$ cat config.mk
export PLATFORM = sky130hd
export DESIGN_NAME = instruction_fetch_flat
export DESIGN_NICKNAME = d
export VERILOG_FILES = /design/src/rtl/imem_if.sv /design/src/rtl/instruction_fetch.sv /design/src/flat_wrapper.sv
export SDC_FILE = /design/constraint.sdc
export NUM_CORES = 1
export LEC_CHECK = 0
export ABC_AREA = 1
export CAP_MARGIN = 10
export CORE_MARGIN = 3
export CORE_UTILIZATION = 45
export DETAILED_ROUTE_END_ITERATION = 12
export GPL_TIMING_DRIVEN = 0
export HOLD_SLACK_MARGIN = 0.1
export PLACE_DENSITY_LB_ADDON = 0.2
export SLEW_MARGIN = 20
export SYNTH_ARGS = -nofsm -noshare
export SYNTH_HDL_FRONTEND = slang
export SYNTH_SLANG_ARGS = --single-unit
$ cat constraint.sdc
create_clock -name clk -period 4.7 [get_ports clk]
set_input_delay 0.47 -clock clk [delete_from_list [all_inputs] [get_ports clk]]
set_output_delay 0.47 -clock clk [all_outputs]
set_load 0.01 [all_outputs]
$ cat src/rtl/imem_if.sv
// Instruction memory bus between the fetch unit and instruction memory.
//   req   : read request, held until ack is sampled high
//   addr  : 16-bit word address of the outstanding read
//   ack   : rdata is valid for the current request
//   rdata : 32-bit instruction word
// master modport is the fetch side, slave modport is the memory side.
interface imem_if;
    logic        req;
    logic [15:0] addr;
    logic        ack;
    logic [31:0] rdata;

    modport master (output req, output addr, input ack, input rdata);
    modport slave  (input req, input addr, output ack, output rdata);
endinterface

$ cat src/rtl/instruction_fetch.sv
// Instruction fetch unit: keeps a single read outstanding on the instruction
// memory bus and presents each returned word, with its address, to decode.
// Redirects (taken branches/jumps) replace the PC; a request already in flight
// when a redirect arrives is completed and its data dropped.
//
// Ports:
//   clk, rst_n          : clock, synchronous active-low reset
//   stall               : decode is holding the current instruction
//   redirect_valid/addr : PC change request and new word address
//   imem                : instruction memory bus (imem_if.master)
//   code/code_valid     : registered instruction word and its qualifier
//   pc_out              : word address of the instruction in code
//   fetch_err           : one-cycle watchdog timeout pulse (FETCH_TIMEOUT_EN)
//
// Build option: define FETCH_TIMEOUT_EN to add an 8-bit request watchdog and
// the fetch_err output; otherwise the unit waits for imem ack indefinitely.
module instruction_fetch #(
    parameter logic [15:0] RESET_PC = 16'h0000,
    parameter int          TIMEOUT  = 255
) (
    input  logic        clk,
    input  logic        rst_n,
    input  logic        stall,
    input  logic        redirect_valid,
    input  logic [15:0] redirect_addr,
    imem_if.master      imem,
    output logic [31:0] code,
    output logic        code_valid,
    output logic [15:0] pc_out
`ifdef FETCH_TIMEOUT_EN
    ,
    output logic        fetch_err
`endif
);

    typedef enum logic [1:0] {S_REQ, S_DISCARD, S_HOLD} state_t;

    state_t      state_q, state_d;
    logic [15:0] pc_q, pc_d;         // next address to fetch
    logic [15:0] addr_q, addr_d;     // address of the request being discarded
    logic [31:0] code_q, code_d;
    logic        code_valid_q, code_valid_d;
    logic [15:0] pc_out_q, pc_out_d;
    logic        timeout;

`ifdef FETCH_TIMEOUT_EN
    logic [7:0]  wdog_q, wdog_d;
    logic        fetch_err_q, fetch_err_d;

    always_comb begin
        timeout = 1'b0;
        wdog_d  = 8'd0;
        if (state_q != S_HOLD && !imem.ack) begin
            if (wdog_q == 8'(TIMEOUT - 1)) timeout = 1'b1;
            else                           wdog_d  = wdog_q + 8'd1;
        end
    end
`else
    assign timeout = 1'b0;
`endif

    always_comb begin
        state_d      = state_q;
        pc_d         = pc_q;
        addr_d       = addr_q;
        code_d       = code_q;
        code_valid_d = code_valid_q;
        pc_out_d     = pc_out_q;
        case (state_q)
            S_REQ: begin
                if (redirect_valid) begin
                    pc_d = redirect_addr;
                    // No ack yet: the old read must still complete, so keep
                    // its address on the bus and drop its data in DISCARD.
                    if (!imem.ack) begin
                        addr_d  = pc_q;
                        state_d = S_DISCARD;
                    end
                end else if (imem.ack) begin
                    code_d       = imem.rdata;
                    pc_out_d     = pc_q;
                    code_valid_d = 1'b1;
                    pc_d         = pc_q + 16'd1;
                    state_d      = S_HOLD;
                end
            end
            S_DISCARD: begin
                if (redirect_valid) pc_d = redirect_addr;
                if (imem.ack || timeout) state_d = S_REQ;
            end
            S_HOLD: begin
                // Redirect wins over stall: the held instruction is squashed.
                if (redirect_valid) begin
                    code_valid_d = 1'b0;
                    pc_d         = redirect_addr;
                    state_d      = S_REQ;
                end else if (!stall) begin
                    code_valid_d = 1'b0;
                    state_d      = S_REQ;
                end
            end
            default: state_d = S_REQ;
        endcase
    end

`ifdef FETCH_TIMEOUT_EN
    assign fetch_err_d = timeout;
`endif

    always_ff @(posedge clk) begin
        if (!rst_n) begin
            state_q      <= S_REQ;
            pc_q         <= RESET_PC;
            addr_q       <= RESET_PC;
            code_q       <= 32'h0;
            code_valid_q <= 1'b0;
            pc_out_q     <= 16'h0;
`ifdef FETCH_TIMEOUT_EN
            wdog_q       <= 8'd0;
            fetch_err_q  <= 1'b0;
`endif
        end else begin
            state_q      <= state_d;
            pc_q         <= pc_d;
            addr_q       <= addr_d;
            code_q       <= code_d;
            code_valid_q <= code_valid_d;
            pc_out_q     <= pc_out_d;
`ifdef FETCH_TIMEOUT_EN
            // Any state change restarts the watchdog.
            wdog_q       <= (state_d != state_q) ? 8'd0 : wdog_d;
            fetch_err_q  <= fetch_err_d;
`endif
        end
    end

    assign imem.req   = (state_q != S_HOLD);
    assign imem.addr  = (state_q == S_DISCARD) ? addr_q : pc_q;
    assign code       = code_q;
    assign code_valid = code_valid_q;
    assign pc_out     = pc_out_q;
`ifdef FETCH_TIMEOUT_EN
    assign fetch_err  = fetch_err_q;
`endif

endmodule

$ cat src/flat_wrapper.sv
// flat-port wrapper written by rule: the top's interface ports become plain ports
module instruction_fetch_flat 
#(
    parameter logic [15:0] RESET_PC = 16'h0000,
    parameter int          TIMEOUT  = 255
)
  (clk, rst_n, stall, redirect_valid, redirect_addr, code, code_valid, pc_out, imem_req, imem_addr, imem_ack, imem_rdata);
  imem_if imem_i ();
  input  logic clk;
  input  logic rst_n;
  input  logic stall;
  input  logic redirect_valid;
  input  logic [15:0] redirect_addr;
  output logic [31:0] code;
  output logic code_valid;
  output logic [15:0] pc_out;
  output wire logic [$bits(imem_i.req)-1:0] imem_req;
  output wire logic [$bits(imem_i.addr)-1:0] imem_addr;
  input wire logic [$bits(imem_i.ack)-1:0] imem_ack;
  input wire logic [$bits(imem_i.rdata)-1:0] imem_rdata;
  assign imem_req = imem_i.req;
  assign imem_addr = imem_i.addr;
  assign imem_i.ack = imem_ack;
  assign imem_i.rdata = imem_rdata;
  instruction_fetch #(.RESET_PC(RESET_PC), .TIMEOUT(TIMEOUT)) u_core (.clk(clk), .rst_n(rst_n), .stall(stall), .redirect_valid(redirect_valid), .redirect_addr(redirect_addr), .imem(imem_i), .code(code), .code_valid(code_valid), .pc_out(pc_out));
endmodule
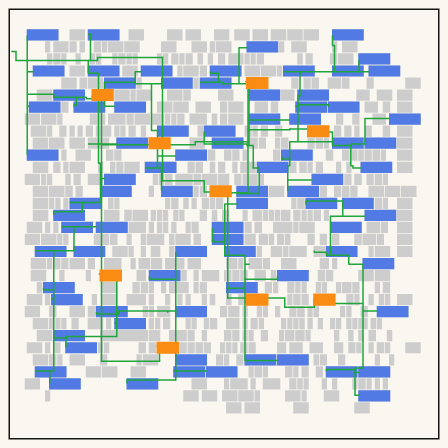
**Above:** run 1 (clock distribution).
[clock wires] green | length: 990 um
[clock drivers] orange | count: 9
[flip-flops] blue | count: 83
routed clock nets: 10

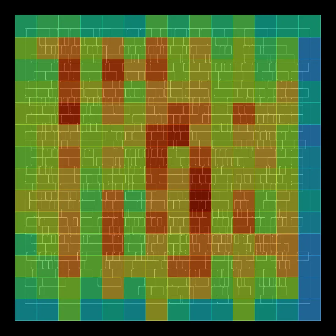
**Above:** run 1 (track usage over the die).
GR Util met3: 7.14%
Tot GR Track Use: 22.4%
grt met1 use: 27.6%
met2 usage: 36.9%

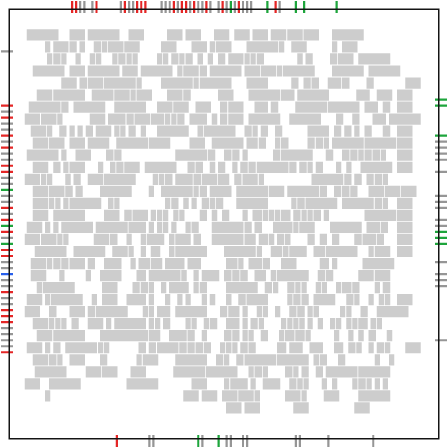
**Above:** run 1 (ports around the boundary).
Pins as bars across the die edge, other pins in grey.
[redirect_valid] blue | pins: 1 | direction: input | edge: west
[pc_out] green | pins: 16 | direction: output | edge: 6 east, 5 north, 3 west, 2 south
[code] red | pins: 32 | direction: output | edge: 16 west, 15 north, 1 south
overall die width: 96.8 um
Chip Height: 96.8 um
IO Port Bufs: 118

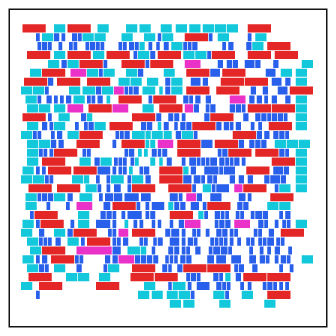
**Above:** run 1 (placement by cell class).
[combinational and other logic] blue | cells: 393 | share of their area: 36%
[clock drivers and dummy loads] magenta | cells: 16 | share of their area: 4.1%
[other buffers and delay cells] cyan | cells: 148 | share of their area: 27%
[flops] red | cells: 83 | share of their area: 33%

==> impl_metrics.env, run 1 <==
# source this file to load flow results
export IMPL_run_status="completed"
export IMPL_register_area_um2=1660
export IMPL_post_drt_wl_per_cell_um=14.3
export IMPL_grt_pass1_wl_mm=17.3
export IMPL_nets=692
export IMPL_p_clk_share_pct=28.4
export IMPL_htreeDepth=3
export IMPL_fin_crit_ps=2640
export IMPL_finalSetupTns_ps=0
export IMPL_tool_warnings=28
export IMPL_aoi_share_pct=22.2
export IMPL_xor_area_share_pct=0.473
export IMPL_setup_worst_path_start="u_core.state_q[1]"
export IMPL_cts_setup_buffers=0
export IMPL_fp_nets=563
export IMPL_r2r_start="u_core.state_q[1]"
export IMPL_cts_path_max_buffers=2
export IMPL_io_pins=119
export IMPL_fillers=715
export IMPL_slowest_delay_ps=600
export IMPL_path_delay_family="buffers and inverters"
export IMPL_final_util_pct=66.6
## run 1: cell usage after synthesis
library cell | number | area share, %
nor2_1 | 104 | 11
dfxtp_1 | 83 | 45
o21ai_0 | 79 | 11
nand2_1 | 69 | 7.0
a21oi_1 | 42 | 5.7
inv_1 | 27 | 2.7
o21ai_1 | 13 | 1.8
nand3_1 | 12 | 1.6
buf_2 | 10 | 1.4
a21oi_2 | 9 | 2.1
clkbuf_1 | 8 | 0.81
buf_6 | 7 | 2.1
inv_2 | 5 | 0.51
ha_1 | 4 | 1.4
nand2_2 | 4 | 0.68
nand4_1 | 4 | 0.68
nor2_4 | 3 | 0.91
a211oi_1 | 2 | 0.41
a31oi_1 | 2 | 0.34
buf_1 | 2 | 0.20
buf_4 | 2 | 0.41
nand3_2 | 2 | 0.54
nor2_2 | 2 | 0.34
o211ai_1 | 2 | 0.41
o21a_1 | 2 | 0.41
xor2_1 | 2 | 0.47
a21o_1 | 1 | 0.20
clkbuf_2 | 1 | 0.13
nand2_4 | 1 | 0.30
nor3_2 | 1 | 0.27
o21ai_2 | 1 | 0.24
## run 1: final cells by class
class / count / share of cell area, %
clock inverters: 6 / 1.37
flip-flops and latches: 83 / 31.8
inverters: 32 / 2.30
multi-input cells: 361 / 33.3
well taps: 102 / 2.44
repair buffers: 118 / 22.6
clock buffers: 10 / 2.63
plain buffers: 30 / 3.57
## run 1: metal layers
layer	wire, um	vias to the layer above	share of wire [%]
met5	0	-	0
met4	227	0	2.1
met3	825	20	7.8
met2	4990	139	47
met1	4610	1749	43
li1	-	1913	-
## run 1: flip-flops by register name, indices dropped and copies added, names as in the netlist
| signal | count |
|---|---|
| u_core.addr_q | 16 |
| u_core.code | 32 |
| u_core.code_valid | 1 |
| u_core.pc_out | 16 |
| u_core.pc_q | 16 |
| u_core.state_q | 2 |
**Run 1: routed metal, one colour a layer**

Two of the layers only.
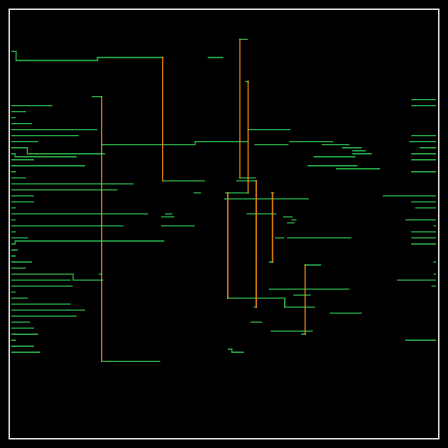

## Run 2: what changed since run 1
--- a/config.mk
+++ b/config.mk
@@ -8,7 +8,7 @@
 export ABC_AREA = 1
 export CAP_MARGIN = 10
 export CORE_MARGIN = 3
-export CORE_UTILIZATION = 45
+export CORE_UTILIZATION = 42
 export DETAILED_ROUTE_END_ITERATION = 12
 export GPL_TIMING_DRIVEN = 0
 export HOLD_SLACK_MARGIN = 0.1
==> constraint.sdc (replaced) <==
create_clock -name clk -period 2.34 [get_ports clk]
set_input_delay 0.234 -clock clk [delete_from_list [all_inputs] [get_ports clk]]
set_output_delay 0.234 -clock clk [all_outputs]
set_load 0.01 [all_outputs]
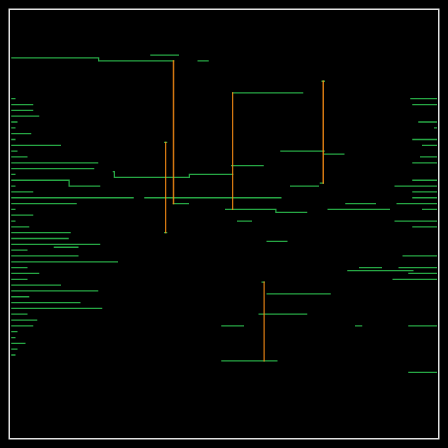
**Above:** run 2 (routed metal, one colour a layer).
Two of the layers only.
[metal 3] green | wire length: 767 um
[metal 4] orange | wire length: 124 um

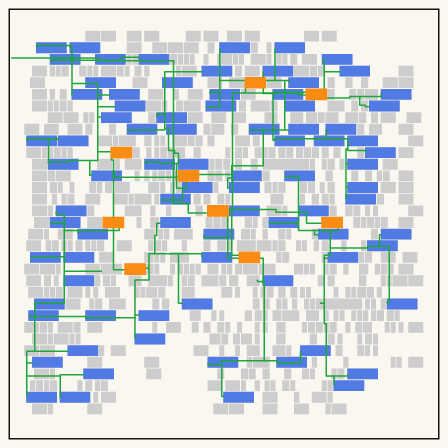
**Above:** run 2 (clock distribution).
[clock drivers] orange | count: 9
[flip-flops] blue | count: 83
[clock wires] green | length: 1010 um
routed clock nets: 10
flops lie: all over the die
power of the clock network: 1.16 mW
Clock Power Share: 29.9%
clk latency late pin: 340 ps
Final Skew: 5.88 ps

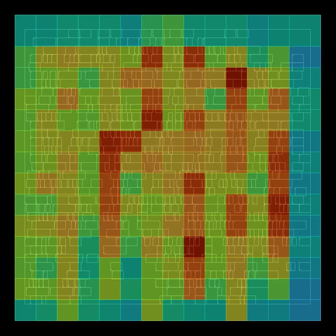
**Above:** run 2 (track usage over the die).
grt met1 use: 26.9%
GR Util met3: 5.91%
utilization after layout: 62.7%
Tot GR Track Use: 21.4%
grt peak-use layer: met2

==> impl_metrics.env, run 2 <==
# source this file to load flow results
export IMPL_fin_crit_sh_pct=94.5
export IMPL_p_per_area_nw_per_um2=740
export IMPL_cts_path_max_buffers=2
export IMPL_area_leaders="dfxtp_1 (45%), o21ai_0 (11%), nor2_1 (11%)"
export IMPL_tool_warnings=28
export IMPL_most_common_cell="nor2_1"
export IMPL_synth_main_ff_cell="dfxtp_1"
export IMPL_topCombFamilyByArea="simple AND/OR/NAND/NOR gates"
export IMPL_largest_reg_flops=32
export IMPL_xor_area_share_pct=0.473
export IMPL_r2r_start="u_core.state_q[1]"
export IMPL_grt_pass1_wl_mm=17.3
export IMPL_edf_count=0
export IMPL_setup_worst_path_start="u_core.state_q[1]"
export IMPL_synth_distinct_cells=31
export IMPL_crit_buf_inv=3
export IMPL_fin_crit_ps=2210
export IMPL_yosys_top_cells_count="nor2_1 (104), dfxtp_1 (83), o21ai_0 (79)"
export IMPL_post_drt_wl_per_cell_um=14.4
export IMPL_yosys_area_top_type="dfxtp_1"
export IMPL_run_status="completed"
export IMPL_die_height_um=99.9
export IMPL_nets=692
export IMPL_async_flop_share_pct=0
export IMPL_die_w_um=99.9
export IMPL_path_delay_family="buffers and inverters"
export IMPL_finalSetupTns_ps=0
export IMPL_htreeDepth=3
export IMPL_io_buffers=118
export IMPL_slowest_delay_ps=570
export IMPL_final_layout_top_logic_cell="clkdlybuf4s50_1"
export IMPL_io_pins=119
==> run 2: netlist changes by cell type in the layout (fill, tap and decap cells not counted), moves of 2 or more <==
cell,change
o21ai_1,+6
clkbuf_1,-2
o21ai_0,-7
buf_2,+2
==> run 2: worst reg2reg max path, cell delays in order, from the launching register on <==
cell and delay (ps):
dfxtp_1 370, inv_1 70, ha_1 330, o21ai_2 450, buf_6 210, nor2_1 50, nand2_1 50, a21oi_1 50
==> run 2: cells by family after synthesis <==
family	count (synthesis)
XOR/XNOR	2
adder cells (fa/ha/maj)	4
flip-flops	83
buffers and inverters	62
AND-OR/OR-AND	153
AND/OR/NAND/NOR	202
==> run 2: cell type report <==
type	count	area, um^2
Fill cell	776	3130
Sequential cell	83	1660
Clock inverter	5	85.1
Clock buffer	10	138
Inverter	32	120
Timing Repair Buffer	118	1180
Multi-Input combinational cell	361	1740
Buffer	30	190
Tap cell	105	131
==> run 2: what timing repair did <==
action,CTS,global route
resized,4,10
setup buffers,0,0
setup endpoints to repair,13,11
==> run 2: final timing paths <==
kind / slack [ps] / endpoint
setup / recovery: 130 / imem_addr[5]
hold / removal: 470 / u_core.code[27]
setup reg to reg: 630 / u_core.pc_q[12]
hold reg to reg: 490 / u_core.pc_q[15]
==> run 2: where the power goes <==
group          internal [mW]  leakage, nW  switching (mW)
sequential              1.56        0.683           0.108
clock                  0.633        0.109           0.530
combinational          0.495         1.32           0.558
total                   2.69         2.11            1.20
==> run 2: metal layers <==
metal	vias up	global-route usage (%)	wire length (um)
met5	-	0	0
met4	0	6.41	123
met3	11	5.91	766
met2	122	35.7	5170
met1	1738	26.9	4660
li1	1932	-	-
Power figures rest on the tool's default switching activity, not on a simulated workload.
